[config.mk]
export PLATFORM = sky130hd
export DESIGN_NAME = uart_msg_sender
export DESIGN_NICKNAME = d
export VERILOG_FILES = /design/src/rtl/uart_msg_sender.sv
export SDC_FILE = /design/constraint.sdc
export NUM_CORES = 1
export LEC_CHECK = 0
export ABC_CLOCK_PERIOD_IN_PS = 2240
export CAP_MARGIN = 5
export CORE_UTILIZATION = 30
export CTS_BUF_LIST = sky130_fd_sc_hd__clkbuf_8 sky130_fd_sc_hd__clkbuf_16
export DETAILED_ROUTE_END_ITERATION = 8
export PLACE_DENSITY = 0.59
export SLEW_MARGIN = 25
export SYNTH_ARGS = -nofsm -noshare
export SYNTH_HDL_FRONTEND = slang
export SYNTH_SLANG_ARGS = --single-unit
[constraint.sdc]
create_clock -name clk -period 2.24 [get_ports clk]
set_input_delay 0.448 -clock clk [delete_from_list [all_inputs] [get_ports clk]]
set_output_delay 0.448 -clock clk [all_outputs]
set_load 0.05 [all_outputs]
[src/rtl/uart_msg_sender.sv]
// uart_msg_sender: buffered UART message transmitter with single-shot, repeat and graceful abort.
// Define UART_MSG_PARITY_EN to insert an even-parity bit between the data bits and the stop bit.
module uart_msg_sender #(
  parameter int DATA_W   = 8,
  parameter int ADDR_W   = 4,
  parameter int BAUD_DIV = 868
) (
  input  logic              clk,
  input  logic              rst,
  input  logic              wr_en,
  input  logic [ADDR_W-1:0] wr_addr,
  input  logic [DATA_W-1:0] wr_data,
  input  logic [ADDR_W:0]   msg_len,
  input  logic              start,
  input  logic              repeat_en,
  input  logic              abort,
  output logic              uart_tx,
  output logic              busy,
  output logic              done,
  output logic [ADDR_W:0]   char_cnt
);
  localparam int DEPTH = 2**ADDR_W;
  localparam int BW    = $clog2(BAUD_DIV);
  localparam int IW    = DATA_W > 1 ? $clog2(DATA_W) : 1;
`ifdef UART_MSG_PARITY_EN
  typedef enum logic [2:0] {S_IDLE, S_LOAD, S_START, S_DATA, S_PARITY, S_STOP, S_DONE} state_t;
  localparam state_t S_AFTER_DATA = S_PARITY;
`else
  typedef enum logic [2:0] {S_IDLE, S_LOAD, S_START, S_DATA, S_STOP, S_DONE} state_t;
  localparam state_t S_AFTER_DATA = S_STOP;
`endif
  state_t state_q, state_d;
  logic [DATA_W-1:0] mem_q [DEPTH];
  logic [BW-1:0] baud_q, baud_d;
  logic [IW-1:0] bit_q, bit_d;
  logic [ADDR_W-1:0] idx_q, idx_d;
  logic [ADDR_W:0] cnt_q, cnt_d, len_q, len_d;
  logic [DATA_W-1:0] data_q, data_d;
  logic abort_q, abort_d, tx_q, tx_d, last_baud;
  assign last_baud = baud_q == BW'(BAUD_DIV - 1);
  assign uart_tx = tx_q;
  assign char_cnt = cnt_q;
  // Buffer has no reset; a write racing S_LOAD on the same entry lands after the read.
  always_ff @(posedge clk)
    if (wr_en) mem_q[wr_addr] <= wr_data;
  always_ff @(posedge clk or posedge rst)
    if (rst) state_q <= S_IDLE;
    else state_q <= state_d;
  always_comb begin
    state_d = state_q;
    idx_d = idx_q;
    cnt_d = cnt_q;
    len_d = len_q;
    data_d = data_q;
    bit_d = bit_q;
    abort_d = abort_q | (abort & (state_q != S_IDLE));
    case (state_q)
      S_IDLE: if (start && msg_len != '0) begin
        state_d = S_LOAD;
        len_d = msg_len > (ADDR_W+1)'(DEPTH) ? (ADDR_W+1)'(DEPTH) : msg_len;
        idx_d = '0;
        cnt_d = '0;
        abort_d = 1'b0;
      end
      S_LOAD: begin
        data_d = mem_q[idx_q];
        state_d = S_START;
      end
      S_START: if (last_baud) state_d = S_DATA;
      S_DATA: if (last_baud) begin
        bit_d = bit_q == IW'(DATA_W - 1) ? '0 : bit_q + IW'(1);
        if (bit_q == IW'(DATA_W - 1)) state_d = S_AFTER_DATA;
      end
`ifdef UART_MSG_PARITY_EN
      S_PARITY: if (last_baud) state_d = S_STOP;
`endif
      S_STOP: if (last_baud) begin
        cnt_d = cnt_q + (ADDR_W+1)'(1);
        if (abort_d) state_d = S_DONE;
        else if ((ADDR_W+1)'(idx_q) + (ADDR_W+1)'(1) < len_q) begin
          idx_d = idx_q + ADDR_W'(1);
          state_d = S_LOAD;
        end else if (repeat_en) begin
          idx_d = '0;
          cnt_d = '0;
          state_d = S_LOAD;
        end else state_d = S_DONE;
      end
      S_DONE: state_d = S_IDLE;
      default: state_d = S_IDLE;
    endcase
    baud_d = (state_d != state_q || last_baud) ? '0 : baud_q + BW'(1);
  end
  always_comb begin
    busy = state_q != S_IDLE;
    done = state_q == S_DONE;
`ifdef UART_MSG_PARITY_EN
    tx_d = state_q == S_PARITY ? ^data_q : 1'b1;
`else
    tx_d = 1'b1;
`endif
    tx_d = state_q == S_START ? 1'b0 : state_q == S_DATA ? data_q[bit_q] : tx_d;
  end
  always_ff @(posedge clk or posedge rst)
    if (rst) begin
      baud_q <= '0;
      bit_q <= '0;
      idx_q <= '0;
      cnt_q <= '0;
      len_q <= '0;
      data_q <= '0;
      abort_q <= 1'b0;
      tx_q <= 1'b1;
    end else begin
      baud_q <= baud_d;
      bit_q <= bit_d;
      idx_q <= idx_d;
      cnt_q <= cnt_d;
      len_q <= len_d;
      data_q <= data_d;
      abort_q <= abort_d;
      tx_q <= tx_d;
    end
endmodule

Run 1, I/O nets highlighted:
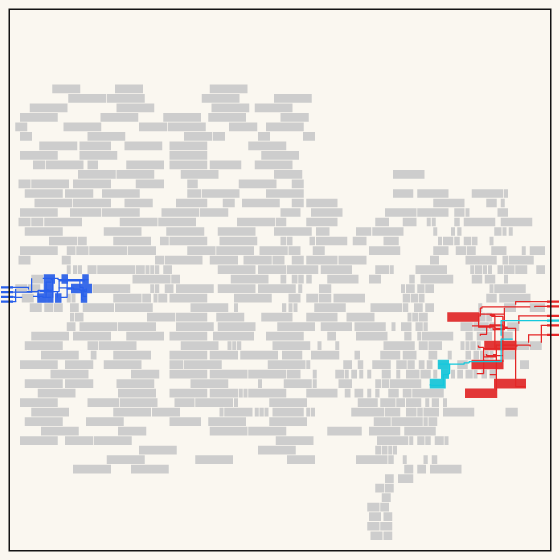
blue -> wr_addr  # direction input, edge west, end cells 11, buffers 4, wire 109 um
cyan -> repeat_en  # direction input, edge east, end cells 3, buffers 1, wire 58.1 um
red -> char_cnt  # direction output, edge east, end cells 5, buffers 5, wire 211 um

Run 1, routed metal per tile:
Scale bar: 50 um. The die is cut into 31 by 31 equal tiles; dark purple is low, yellow is high, scaled to the fullest tile. Values are wire area over tile area, all layers added.
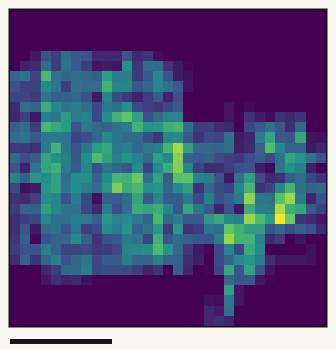
densest ninth of the die = centre
nearly empty tiles = 39%
tiles over half the peak = 10%
fullest tile = 0.45
mean over tiles = 0.092
emptiest ninth of the die = north-east
WL final: 14230 um
Routed WL per cell: 17.76 um
GRT Overall Usage: 12.92%

Run 1, drive-strength map:
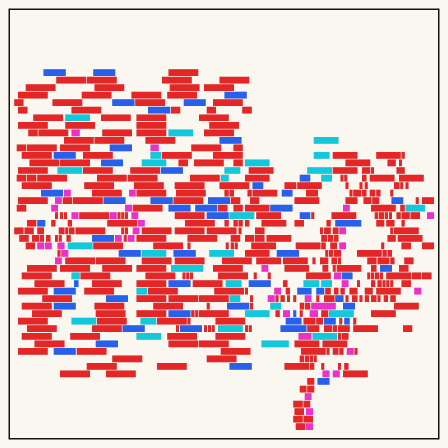
blue -> _2 cells  # cells 55, share 11%, most used mux4_2
cyan -> _6 and larger  # cells 33, share 6.4%, most used clkbuf_16
red -> _0 and _1 cells  # cells 388, share 75%, most used edfxtp_1
magenta -> _3 and _4 cells  # cells 40, share 7.8%, most used buf_4
Plain + repair buffers: 67
Worst Setup Slack, final: 0.02513 ns
Area Growth Syn to Fin: 22.90%
fin area: 0.008574 sq mm

==> metrics.yaml, run 1 <==
outcome:
  status: "completed"
synthesis:
  syn_area_sq_mm: 0.006977
  synthAdderAreaFrac_pct: 1.614
  async_reset_ff_share_pct: 23.81
  synth.avg_cell_area_sq_um: 16.19
  yosysWarnings: 0
  edf_count: 128
  synth_cells: 431
  top_logic_kind: "multiplexers"
  yosysSeqAreaShare_pct: 69.46
  area_leaders: "edfxtp_1 (55%), dfrtp_1 (14%), mux4_2 (11%)"
  synth-xor-area-share_pct: 1.130
  yosys_area_sq_mm: 0.006977
  simple_gate_share_pct: 8.788
  yosys.cell_types.count: 49
  synth_flops: 168
  ff_type: "edfxtp_1"
  top_cell: "edfxtp_1"
  mux_share_pct: 13.09
  ys_sh_aoi_pct: 4.179
power_and_ir_drop:
  p_sw_mw: 2.141
  seq-power_mw: 3.76
  p_leak_nw: 3.091
  pwr-share-comb_pct: 14.6
  maxPowerGroup: "sequential cells"
  cellInternalPower_mw: 5.658
  powerComb_mw: 1.14
  p_per_area_mw_per_mm2: 909.5
  p_sw_share_pct: 27.45
  p_total_mw: 7.798
  powerClk_mw: 2.90
  ir_drop_mv: 0.5828
  seq_power_share_pct: 48.2
min_path:
  min_path_type: "primary input to asynchronous set/reset pin"
worst_setup_path:
  worst_setup_path_start_kind: "flop"
  r2r-end: "char_cnt[1]$_DFFE_PP0P_"
  worstReg2RegStart: "idx_q[0]$_DFFE_PP0P_"
  worstPathMaxFanout: 3
  crit_type: "flop to flop"
  critical_path.endpoint_type: "flop"
  crit_required_ns: 2.57
  cpPeakStageDelay_ns: 0.41
  endpoint: "char_cnt[1]$_DFFE_PP0P_"
  crit_start: "idx_q[0]$_DFFE_PP0P_"
  worstPathCellList: "ha_2 > nor2b_4 > or2_4 > ha_4 > o211ai_1 > o21ai_1 > and4_1 > nor2_1 > a32o_1"
cells_and_area:
  lay_top_count: "edfxtp_1"
  top_regs: "mem_q x128, baud_q x10, data_q x8"
  postLayoutCoreUtil_pct: 37.76
  final_cell_mix: "edfxtp_1 (128), dfrtp_1 (38), nor2_1 (36), mux4_2 (35), buf_4 (35)"
  drive_gt1_share_pct: 24.81
  largest_reg_flops: 128
  nets: 535
  diodes: 0
  final_cells: 801
cts:
  cts_buffers: 17
  cts-resized-gates: 10
  ctsHoldBuffers: 0
  clock-sinks: 168
  cts_tree: "built"
  cts_setup_buffers: 0
  insertion_delay_ns: 0.43
  h-tree-depth: 4
  clock_path_buffers: 2
  cts-root-buf: "clkbuf_16"
  path_clk_slew_ns: 0.07
timing:
  post-route-period-util_pct: 98.88
  tns_ns: 0
  fmax_mhz: 451.5
  worst_hold_slack_ns: 0.2949
  rsz0062_at_grt: "yes"
  period_needed_ns: 2.215
  slew_viol_final: 0
  hold_viol_final: 0
  maxSlewHeadroom_pct: 54.51
  worst_pin_slew_ns: 0.6802
  setup_viol_count_final: 0
floorplan:
  die_area_sq_mm: 0.02387
  initial_core_util_pct: 30.72
  rows: 55
  top_level_ports: 31
  die_w_um: 154.5
  core-area_sq_mm: 0.02271
  fp.dieH_um: 154.5
route:
  vias: 3927
  wl_met2_um: 6901
  m1WireLength_um: 6624
  route.met3.wl_um: 543
  vias_per_cell: 4.903
  top_layer: "met4"
  ant_nets: 0
  drc: 0
  drt_iter0_drc: 246
placement:
  place_area_sq_mm: 0.007868
  routabilityCongestion: 0.7904
  preCtsSetupSlack_ns: -0.1698
  place_hpwl_um: 9284
  dp_cells: 768
global_route:
  grt_use_met2_pct: 20.75
  busiest_layer: "met2"
  grt_use_met3_pct: 3.502
  use_met1_pct: 16.95
  overflow: 0
  grt_max_degree: 34
  grt_antenna_before_repair: 0
  grt_pass1_wl_um: 22900
run:
  tool_warnings: 27
-- run 1: cell families after synthesis --
family,after synthesis
flops,168
simple gates,126
mux,47
compound gates,41
buf+inv,31
xor+xnor,9
fa+ha+maj,9
-- run 1: critical path: cells and delay by family, from the launching register on --
family	cells	cell delay (ns)
adder cells (fa/ha/maj)	2	0.46
AND-OR/OR-AND	3	0.58
flip-flops	1	0.41
AND/OR/NAND/NOR	4	0.69
-- run 1: layout make-up --
type                       instances  area, sq um
clock buffer                      17        425.4
tap                              285        356.6
timing repair buffer              67        639.4
clock inverter                    15        177.7
multi-input combinational        232         2064
fill                            2133        14130
inverter                          17        63.81
sequential                       168         4847
## Run 2: what changed since run 1
Settings changed: CTS_CLUSTER_SIZE from default to 24.
Run 2, I/O nets highlighted:
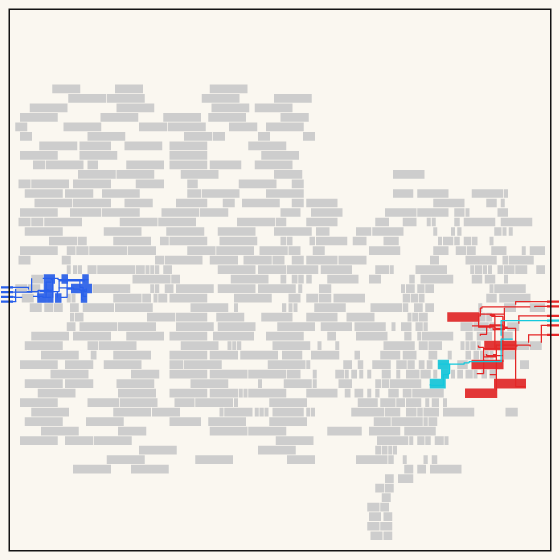
cyan -> repeat_en  # direction input, edge east, end cells 3, buffers 1, wire 58.1 um
blue -> wr_addr  # direction input, edge west, end cells 11, buffers 4, wire 109 um
red -> char_cnt  # direction output, edge east, end cells 5, buffers 5, wire 211 um

Run 2, track usage over the die:
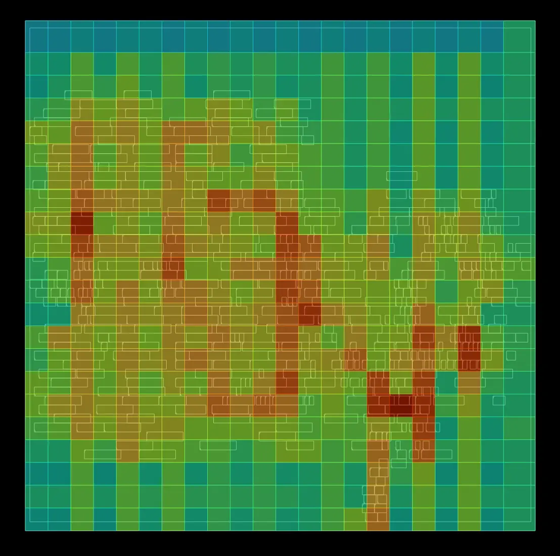
met1 GRT Util: 16.95%
met2 Use GR: 20.75%
Core Util, Final: 37.76%
met3 usage: 3.502%

==> run 2 against run 1 <==
  * Die size unchanged
  * Sequential share of layout area unchanged
  * Final cell count stayed put
  * Register-to-register slack is essentially flat
  * Synthesized area is the same
  * Highest routed layer unchanged
  * Via count did not move
  * Clock power is essentially flat
  * Wire length unchanged
  * Core utilization did not move
  * Non-clock buffer count is the same
  * Worst hold slack did not move
  * Critical endpoint unchanged
==> metrics.yaml, run 2 <==
cells_and_area:
  top_regs: "mem_q x128, baud_q x10, data_q x8"
  largest_reg_flops: 128
  nets: 535
  diodes: 0
  finish.instance_area_sq_mm: 0.008574
  final_cells: 801
synthesis:
  synthAdderAreaFrac_pct: 1.614
  yosysWarnings: 0
  synth_cells: 431
  top_logic_kind: "multiplexers"
  synth-xor-area-share_pct: 1.130
  area_leaders: "edfxtp_1 (55%), dfrtp_1 (14%), mux4_2 (11%)"
  ff_type: "edfxtp_1"
  edf_count: 128
  yosys_area_sq_mm: 0.006977
  yosys.cell_types.count: 49
power_and_ir_drop:
  powerComb_mw: 1.14
  p_per_area_mw_per_mm2: 909.5
  cellInternalPower_mw: 5.658
  p_sw_mw: 2.141
  seq_power_share_pct: 48.2
  powerClk_mw: 2.90
  p_sw_share_pct: 27.45
  ir_drop_mv: 0.5828
  maxPowerGroup: "sequential cells"
floorplan:
  rows: 55
  top_level_ports: 31
  initial_core_util_pct: 30.72
  die_area_sq_mm: 0.02387
  fp.dieH_um: 154.5
  die_w_um: 154.5
timing:
  hold_viol_final: 0
  rsz0062_at_grt: "yes"
  setup_ws_ns: 0.02513
  maxSlewHeadroom_pct: 54.51
  fmax_mhz: 451.5
  post-route-period-util_pct: 98.88
  period_needed_ns: 2.215
  worst_hold_slack_ns: 0.2949
  tns_ns: 0
global_route:
  grtUsageTotal_pct: 12.92
  grt_max_degree: 34
  grt_pass1_wl_um: 22900
  overflow: 0
cts:
  clock_path_buffers: 2
  cts_setup_buffers: 0
  cts-resized-gates: 10
  h-tree-depth: 4
  path_clk_slew_ns: 0.07
  cts-root-buf: "clkbuf_16"
  cts_buffers: 17
  cts_tree: "built"
  insertion_delay_ns: 0.43
placement:
  place_hpwl_um: 9284
  routabilityCongestion: 0.7904
  place_area_sq_mm: 0.007868
route:
  vias_per_cell: 4.903
  route.met3.wl_um: 543
  drt_iter0_drc: 246
  m1WireLength_um: 6624
worst_setup_path:
  cpPeakStageDelay_ns: 0.41
  crit_start: "idx_q[0]$_DFFE_PP0P_"
  worstPathCellList: "ha_2 > nor2b_4 > or2_4 > ha_4 > o211ai_1 > o21ai_1 > and4_1 > nor2_1 > a32o_1"
  r2r-end: "char_cnt[1]$_DFFE_PP0P_"
  critical_path.endpoint_type: "flop"
  worst_path_dominant_cell_family: "simple AND/OR/NAND/NOR gates"
  crit_buf_inv: 0
run:
  tool_warnings: 27
outcome:
  status: "completed"
[run 2: cell counts after synthesis]
No cell type changed its count.
[run 2: worst max-delay path by stage]
stage,cells after the start,end
6_report,9,char_cnt[1]$_DFFE_PP0P_
5_1_grt,9,char_cnt[0]$_DFFE_PP0P_
4_1_cts,1,uart_tx
3_5_place_dp,9,idx_q[0]$_DFFE_PP0P_
3_3_place_gp,7,char_cnt[3]$_DFFE_PP0P_
2_1_floorplan,10,char_cnt[2]$_DFFE_PP0P_
[run 2: cell type report]
cell class              count  area, sq um  area share [%]
repair buffers             67        639.4           7.457
clock buffers              17        425.4           4.961
flip-flops and latches    168         4847           56.53
inverters                  17        63.81          0.7442
clock inverters            15        177.7           2.072
multi-input cells         232         2064           24.08
well taps                 285        356.6           4.159
Run 2, drive-strength map:
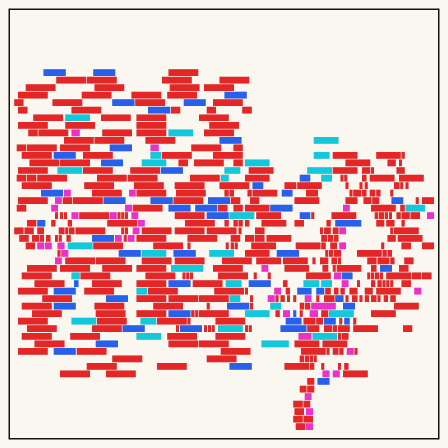

## Run 3: what changed since run 2
Settings changed: CORE_UTILIZATION 30 to 54, MAX_ROUTING_LAYER from default to met4, PLACE_DENSITY 0.59 to 0.87.
Run 3, drive-strength map:
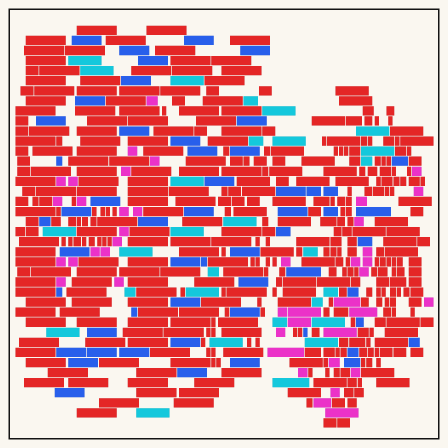
magenta -> _3 and _4 cells  # cells 42, share 8.2%, most used buf_4
cyan -> _6 and larger  # cells 28, share 5.5%, most used clkbuf_16
blue -> _2 cells  # cells 54, share 11%, most used mux4_2
red -> _0 and _1 cells  # cells 387, share 76%, most used edfxtp_1
Area Growth Syn to Fin: 20.05%
Plain + repair buffers: 62
Worst Setup Slack, final: 0.04170 ns

Run 3, cell classes on the final placement:
Scale bar: 20 um.
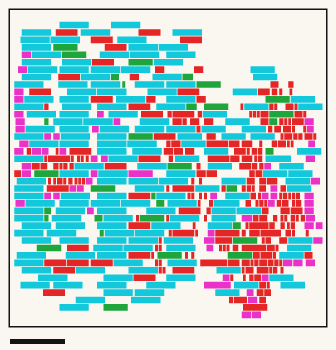
magenta -> remaining buffers and delay cells  # cells 62
green -> clock drivers and dummy loads  # cells 32
cyan -> sequential cells  # cells 168
red -> combinational and other logic  # cells 249
flop share of the area: 57.87%
row cnt: 41
fin area: 0.008376 sq mm
Core Footprint: 0.01262 sq mm
Core Util, Final: 66.37%

==> run 3 against run 2 <==
  * Power shrank 1.9%
  * Synthesized area stayed put
  * Clock skew shrank 0.0061 ns
  * Maximum frequency rose by 0.75%
  * Die size is 44% lower
  * Critical path type unchanged
  * Largest power group unchanged
==> metrics.yaml, run 3 <==
synthesis:
  top_logic_kind: "multiplexers"
  ff_type: "edfxtp_1"
  synth_cells: 431
  edf_count: 128
  area_leaders: "edfxtp_1 (55%), dfrtp_1 (14%), mux4_2 (11%)"
  yosysSeqAreaShare_pct: 69.46
  yosys.cell_types.count: 49
  mux_share_pct: 13.09
  top_cell: "edfxtp_1"
  async_reset_ff_share_pct: 23.81
  syn_area_sq_mm: 0.006977
  ys_sh_aoi_pct: 4.179
  synthAdderAreaFrac_pct: 1.614
  synth_flops: 168
  yosysWarnings: 0
  synth-xor-area-share_pct: 1.130
  yosys_area_sq_mm: 0.006977
  synth.avg_cell_area_sq_um: 16.19
  simple_gate_share_pct: 8.788
  netlist_top_cells_count: "edfxtp_1 (128), dfrtp_1 (39), nor2_1 (36), mux4_2 (35), nand2_1 (33)"
worst_setup_path:
  timing.critical_path.mode_cell: "ha_4"
  r2r-end: "idx_q[1]$_DFFE_PP0P_"
  arrival_ns: 2.54
  critical_path.endpoint_type: "flop"
  cpPeakStageDelay_ns: 0.43
  crit_type: "flop to flop"
  worst_setup_path_start_kind: "flop"
  worstPathCellList: "ha_4 > nor2b_4 > or2_4 > ha_4 > o211ai_1 > o21a_1 > o31ai_4 > a21oi_2 > o21ai_0"
  crit_cells: 9
  worst_path_dominant_cell_family: "AND-OR/OR-AND gates"
  endpoint: "idx_q[1]$_DFFE_PP0P_"
  worstReg2RegStart: "idx_q[0]$_DFFE_PP0P_"
  crit_buf_inv: 0
  worstPathMaxFanout: 4
  crit_start: "idx_q[0]$_DFFE_PP0P_"
  crit_required_ns: 2.58
route:
  drc: 0
  drt-total-wl_um: 13960
  vias: 4060
  dr.pass1.iters: 5
  vias_per_cell: 5.944
  route.met3.wl_um: 867
  wl_per_cell_um: 20.44
  top_layer: "met4"
  drt_iter0_drc: 371
  m1WireLength_um: 5433
  ant_nets: 0
  wl_met2_um: 7254
cells_and_area:
  clk_share_pct: 6.483
  fill_cells: 857
  flop_area_sq_mm: 0.004847
  sh_comb_area_pct: 25.38
  nets: 530
  largest_reg_flops: 128
  final_cells: 683
  lay_top_count: "edfxtp_1"
  top_regs: "mem_q x128, baud_q x10, data_q x8"
  num-nonclk-inverters: 17
  bufAreaShareNonClock_pct: 6.932
  clkbuf_count: 17
  largest_class: "sequential cells"
  logic_gates: 232
  seq_cells: 168
  drive_gt1_share_pct: 24.27
  final_cell_mix: "edfxtp_1 (128), dfrtp_1 (38), nor2_1 (36), mux4_2 (35), nand2_1 (33)"
  diodes: 0
  combGateArea_sq_mm: 0.002126
global_route:
  overflow: 0
  use_met1_pct: 28.34
  grt_max_degree: 41
  grt_use_met3_pct: 6.015
  grt_antenna_before_repair: 0
  busiest_layer: "met2"
  grtUsageTotal_pct: 23.52
  grt_pass1_wl_um: 21630
  grt_use_met2_pct: 38.08
  grt_pass1_vias: 4116
cts:
  ctsHoldBuffers: 0
  path_clk_slew_ns: 0.06
  clock_path_buffers: 2
  cts_tree: "built"
  clock-sinks: 168
  cts-root-buf: "clkbuf_16"
  insertion_delay_ns: 0.43
  h-tree-depth: 4
  cts_buffers: 17
floorplan:
  initial_core_util_pct: 55.28
  top_level_ports: 31
  fp.dieH_um: 115.7
  die_w_um: 115.7
  die_area_sq_mm: 0.01338
  taps: 172
timing:
  tns_ns: 0
  post-route-period-util_pct: 98.14
  rsz0062_at_grt: "yes"
  worst_pin_slew_ns: 0.6593
  maxSlewHeadroom_pct: 55.91
  slew_viol_final: 0
  setup_viol_count_final: 0
  worst_hold_slack_ns: 0.4422
  fmax_mhz: 454.9
  hold_viol_final: 0
  period_needed_ns: 2.198
power_and_ir_drop:
  seq_power_share_pct: 49.3
  p_per_area_mw_per_mm2: 913.7
  pwr-share-comb_pct: 15.6
  p_leak_nw: 3.002
  p_total_mw: 7.653
  p_sw_share_pct: 26.66
  p_sw_mw: 2.040
  cellInternalPower_mw: 5.613
  ir_drop_mv: 0.5948
placement:
  dp_cells: 649
  portBuffers: 30
  routabilityCongestion: 0.8348
  place_area_sq_mm: 0.007669
  preCtsSetupSlack_ns: -0.1562
  place_hpwl_um: 8747
run:
  tool_warnings: 27
min_path:
  min_path_type: "primary input to asynchronous set/reset pin"
outcome:
  status: "completed"
## run 3: cell counts after synthesis
Identical to the previous run, type by type.
## run 3: power groups by stage
stage / logic [mW] / clock network, mW / registers (mW)
3_5_place_dp: 1.07 / 0 / 3.82
4_1_cts: 1.11 / 2.74 / 3.76
5_1_grt: 1.30 / 2.85 / 3.80
6_report: 1.19 / 2.69 / 3.77
2_1_floorplan: 0.734 / 0 / 3.81
3_3_place_gp: 1.02 / 0 / 3.80
## run 3: repair_timing
item,4_1_cts,5_1_grt
setup endpoints to repair,10,10
cloned,0,1
pin swaps,4,10
gates resized,8,16
buffers inserted,0,1
## run 3: worst reg2reg max path, delay by kind of cell, from the launching register on
family,cells,cell delay [ns]
compound gates,5,0.90
fa+ha+maj,2,0.43
flops,1,0.43
simple gates,2,0.36
No activity file was given, so power comes from the tool's default toggle rates.
